**Met1 routing**

Supply wires on this layer in grey.
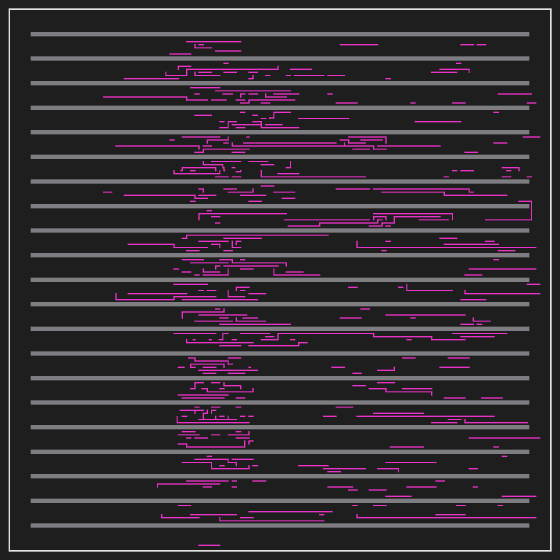
**PDN straps and rails**

Pins as bars on the die edge.
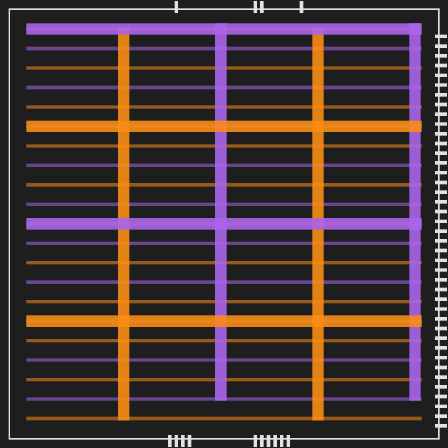
**Register map, names as in the netlist**

Other sequential cells in the stronger grey, the rest of the logic in the fainter grey.
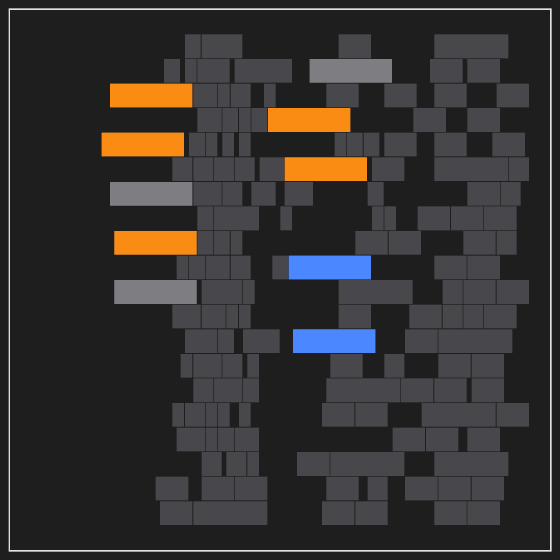
$ cat config.mk
export PLATFORM = sky130hd
export DESIGN_NAME = mux_rr_arbiter
export DESIGN_NICKNAME = d
export VERILOG_FILES = /design/src/rtl/mux_rr_arbiter.sv
export SDC_FILE = /design/constraint.sdc
export NUM_CORES = 1
export LEC_CHECK = 0
export CORE_MARGIN = 2
export CORE_UTILIZATION = 30
export CTS_CLUSTER_SIZE = 8
export DETAILED_ROUTE_END_ITERATION = 7
export PLACE_DENSITY = 0.66
export REMOVE_ABC_BUFFERS = 1
export SKIP_LAST_GASP = 1
export SLEW_MARGIN = 20
export SYNTH_ARGS = -nofsm -noshare
export SYNTH_HDL_FRONTEND = slang
export SYNTH_SLANG_ARGS = --single-unit
$ cat constraint.sdc
create_clock -name clk_i -period 4.4 [get_ports clk_i]
set_clock_uncertainty 0.1 [all_clocks]
set_input_delay 0.88 -clock clk_i [delete_from_list [all_inputs] [get_ports clk_i]]
set_output_delay 0.88 -clock clk_i [all_outputs]
set_load 0.05 [all_outputs]
$ cat src/rtl/mux_rr_arbiter.sv
// Round-robin arbiter sharing a 4:1 data mux between four valid/ready producers.
// An owner keeps the mux for up to HOLD_MAX transfers, then one idle bubble precedes the next grant.
module mux_rr_arbiter #(
  parameter int WIDTH    = 8,
  parameter int HOLD_MAX = 4
) (
  input  logic               clk_i,
  input  logic               rst_n_i,
  input  logic [3:0]         req_i,
  input  logic [4*WIDTH-1:0] data_i,
  output logic [3:0]         gnt_o,
  output logic [WIDTH-1:0]   data_o,
  output logic               valid_o,
  input  logic               ready_i,
  output logic [1:0]         sel_o,
  output logic               busy_o
);

  typedef enum logic {IDLE, GRANT} state_t;

  localparam logic [4:0] LAST_BEAT = 5'(HOLD_MAX - 1);

  state_t     state, state_nxt;
  logic [1:0] owner, owner_nxt;
  logic [1:0] ptr, ptr_nxt;
  logic [4:0] count, count_nxt;

  logic       found;
  logic [1:0] pick;
  logic [1:0] idx;

  always_ff @(posedge clk_i or negedge rst_n_i) begin
    if (!rst_n_i) begin
      state <= IDLE;
      owner <= 2'd0;
      ptr   <= 2'd0;
      count <= 5'd0;
    end else begin
      state <= state_nxt;
      owner <= owner_nxt;
      ptr   <= ptr_nxt;
      count <= count_nxt;
    end
  end

  // First requester found when scanning upward from the pointer, wrapping mod 4.
  always_comb begin
    found = 1'b0;
    pick  = ptr;
    idx   = ptr;
    for (int i = 0; i < 4; i++) begin
      idx = ptr + 2'(i);
      if (!found && req_i[idx]) begin
        found = 1'b1;
        pick  = idx;
      end
    end
  end

  always_comb begin
    state_nxt = state;
    owner_nxt = owner;
    ptr_nxt   = ptr;
    count_nxt = count;
    case (state)
      IDLE: begin
        if (found) begin
          state_nxt = GRANT;
          owner_nxt = pick;
          ptr_nxt   = pick + 2'd1;
          count_nxt = 5'd0;
        end
      end
      GRANT: begin
        if (!req_i[owner]) begin
          state_nxt = IDLE;
          count_nxt = 5'd0;
        end else if (ready_i) begin
          if (count == LAST_BEAT) begin
            state_nxt = IDLE;
            count_nxt = 5'd0;
          end else begin
            count_nxt = count + 5'd1;
          end
        end
      end
      default: state_nxt = IDLE;
    endcase
  end

  // Outputs come straight from registered state, so an async reset clears them at once.
  always_comb begin
    gnt_o   = 4'b0000;
    data_o  = '0;
    valid_o = 1'b0;
    busy_o  = 1'b0;
    if (state == GRANT) begin
      busy_o       = 1'b1;
      valid_o      = req_i[owner];
      data_o       = data_i[int'(owner)*WIDTH +: WIDTH];
      gnt_o[owner] = ready_i;
    end
  end

  assign sel_o = owner;

endmodule

==> ci_impl_report.md <==
## PnR job results

| Metric | Value |
|---|---|
| FP Rows | 20 |
| Synth Instances | 100 |
| Final core utilization | 50.38% |
| Async set or reset register ratio after synthesis | 100.0% |
| Top post-synthesis cells by count | dfrtp_1 (10), mux4_2 (9), nor2_1 (9) |
| Die H | 59.78 µm |
| Pin count of the biggest net entering global routing | 23 |
| Diode count | 0 |
| EDFF count, synth | 0 |
| DR pass1 iterations | 4 |
| # hold bufs at CTS | 0 |
| Vias per cell | approximately 5.4 |
| Die Span X | 59.78 µm |
| Setup violators final | 0 |
| Slew Limit Headroom | 55.18% |
| Most used cell, CP | clkdlybuf4s50_1 |
| Vias after detailed routing | 995 |
| Status | finished, final reports clean |
| Sink Count | 10 |
| Count of buffers from port buffering | 54 |
| Chip area | 3574 µm² |
| CP Cell Sequence | clkdlybuf4s50_1, mux4_2, nand2_1, inv_1, clkdlybuf4s50_1 |
| Minimum clock period | 3938 ps |
| Non-Filler Instances | 185 |
| Synthesized cell area | around 930 µm² |
| # IOs | 55 |
| MaxCap Viol Count | 0 |
| HPWL Detailed | 2397 µm |
| DRC errors left | 0 |
| Area grow syn2layout | 62.06% |
| Reg-to-reg slack, setup | 2220 ps |
| Hold depth | 1 |
| Synth flops | 10 |
| Cells on worst reg2reg path | 4 |
| Slew @ Worst Pin | 672.3 ps |
| Nets | between 150 and 200 |
| Min-delay worst type | flip-flop to flip-flop |
| Vias in the first global route | 1011 |
| Final Hold Vio Count | 0 |
| Global-route wire length before repair | 4526 µm |
| Crit path DRT | 3420 ps |
| Synth cell types | 36 |
| CTS tree | done |
| Post-CTS Setup Repair Bufs | 0 |
| CP Launch Type | primary input |
| Remaining global-route overflow | 0 |
| GP Congestion | around 0.89 |
-- 'met1 routing' (at the start) --
share of all routed wire: 33%
wire length on this layer: 976 µm

-- 'PDN straps and rails' (at the start) --
legend:
  purple:
    net: VDD
  orange:
    net: VSS
rows: 20
met1 rails: 21

-- 'register map, names as in the netlist' (at the start) --
legend:
  blue:
    name_in_the_netlist: `sel_o`
    sequential_cells: 2
  orange:
    name_in_the_netlist: `count`
    sequential_cells: 5

[power by group]
| part | switching [mW] | total, mW | internal (mW) |
|---|---|---|---|
| registers | 0.0992 | 0.221 | 0.121 |
| logic | 0.387 | 0.687 | 0.299 |
| clock network | 0.0345 | 0.0848 | 0.0503 |
| total | 0.521 | 0.992 | 0.471 |
[path summary, 6_finish.rpt]
path                                 startpoint              endpoint
setup / recovery                       req_i[3]               valid_o
hold / removal             count[0]$_DFFE_PN0P_  count[0]$_DFFE_PN0P_
setup reg to reg           sel_o[0]$_DFFE_PN0P_  count[2]$_DFFE_PN0P_
hold reg to reg            count[0]$_DFFE_PN0P_  count[0]$_DFFE_PN0P_
max in group asynchronous               rst_n_i  count[1]$_DFFE_PN0P_
min in group asynchronous               rst_n_i  sel_o[0]$_DFFE_PN0P_
[stage by stage]
step | hold WS (ps) | cell area, µm² | setup WS, ps
after floorplan | 374.8 | 894.6 | 1187
after global placement | 402.6 | 1476 | 525.7
after detailed placement | 411.9 | 1476 | 466.8
after CTS | 421.5 | 1513 | 462.0
after global routing | 457.3 | 1513 | 383.3
final | 422.8 | 1513 | 461.7
[routing by layer]
layer,vias to the layer above,GRT usage [%],part of all wire [%]
li1,479,-,-
met1,453,16.55,33
met2,59,33.07,53
met3,4,4.113,13
met4,0,5.397,0.93
met5,-,0,0
[logic make-up after synthesis]
kind of cell	Yosys count	share of synthesized area, %
simple gates	42	23.73
compound gates	23	17.29
fa+ha+maj	1	1.340
xor+xnor	1	0.9385
flops	10	26.81
buf+inv	13	6.970
mux	10	22.92
[placed cells by master (no fill, tap or decap), types with 2 or more instances in the layout]
cell,n
nand4_1,2
o22ai_1,3
nand2b_1,2
clkbuf_4,3
a21oi_1,4
o21ai_0,2
dfrtp_1,10
nor3_1,2
nor2_1,9
or3_1,2
nor2b_1,2
inv_1,7
o21ai_1,4
clkdlybuf4s50_1,54
nand2_1,8
nand3_1,4
mux4_2,9
and2_1,8
[cell type report]
class | count | area [µm²]
fill | 292 | 1490
multi-input combinational | 77 | 618.1
timing repair buffer | 54 | 540.5
sequential | 10 | 250.2
tap | 33 | 41.29
clock buffer | 4 | 36.28
inverter | 7 | 26.28
[flip-flops by register name, indices dropped and copies added, names as in the netlist]
register	cells
count	5
ptr	2
sel_o	2
state	1
[critical path, delay by kind of cell]
family / cells / cell delay [ps]
and+or+nand+nor: 1 / 140
buffers and inverters: 3 / 1330
muxes: 1 / 610
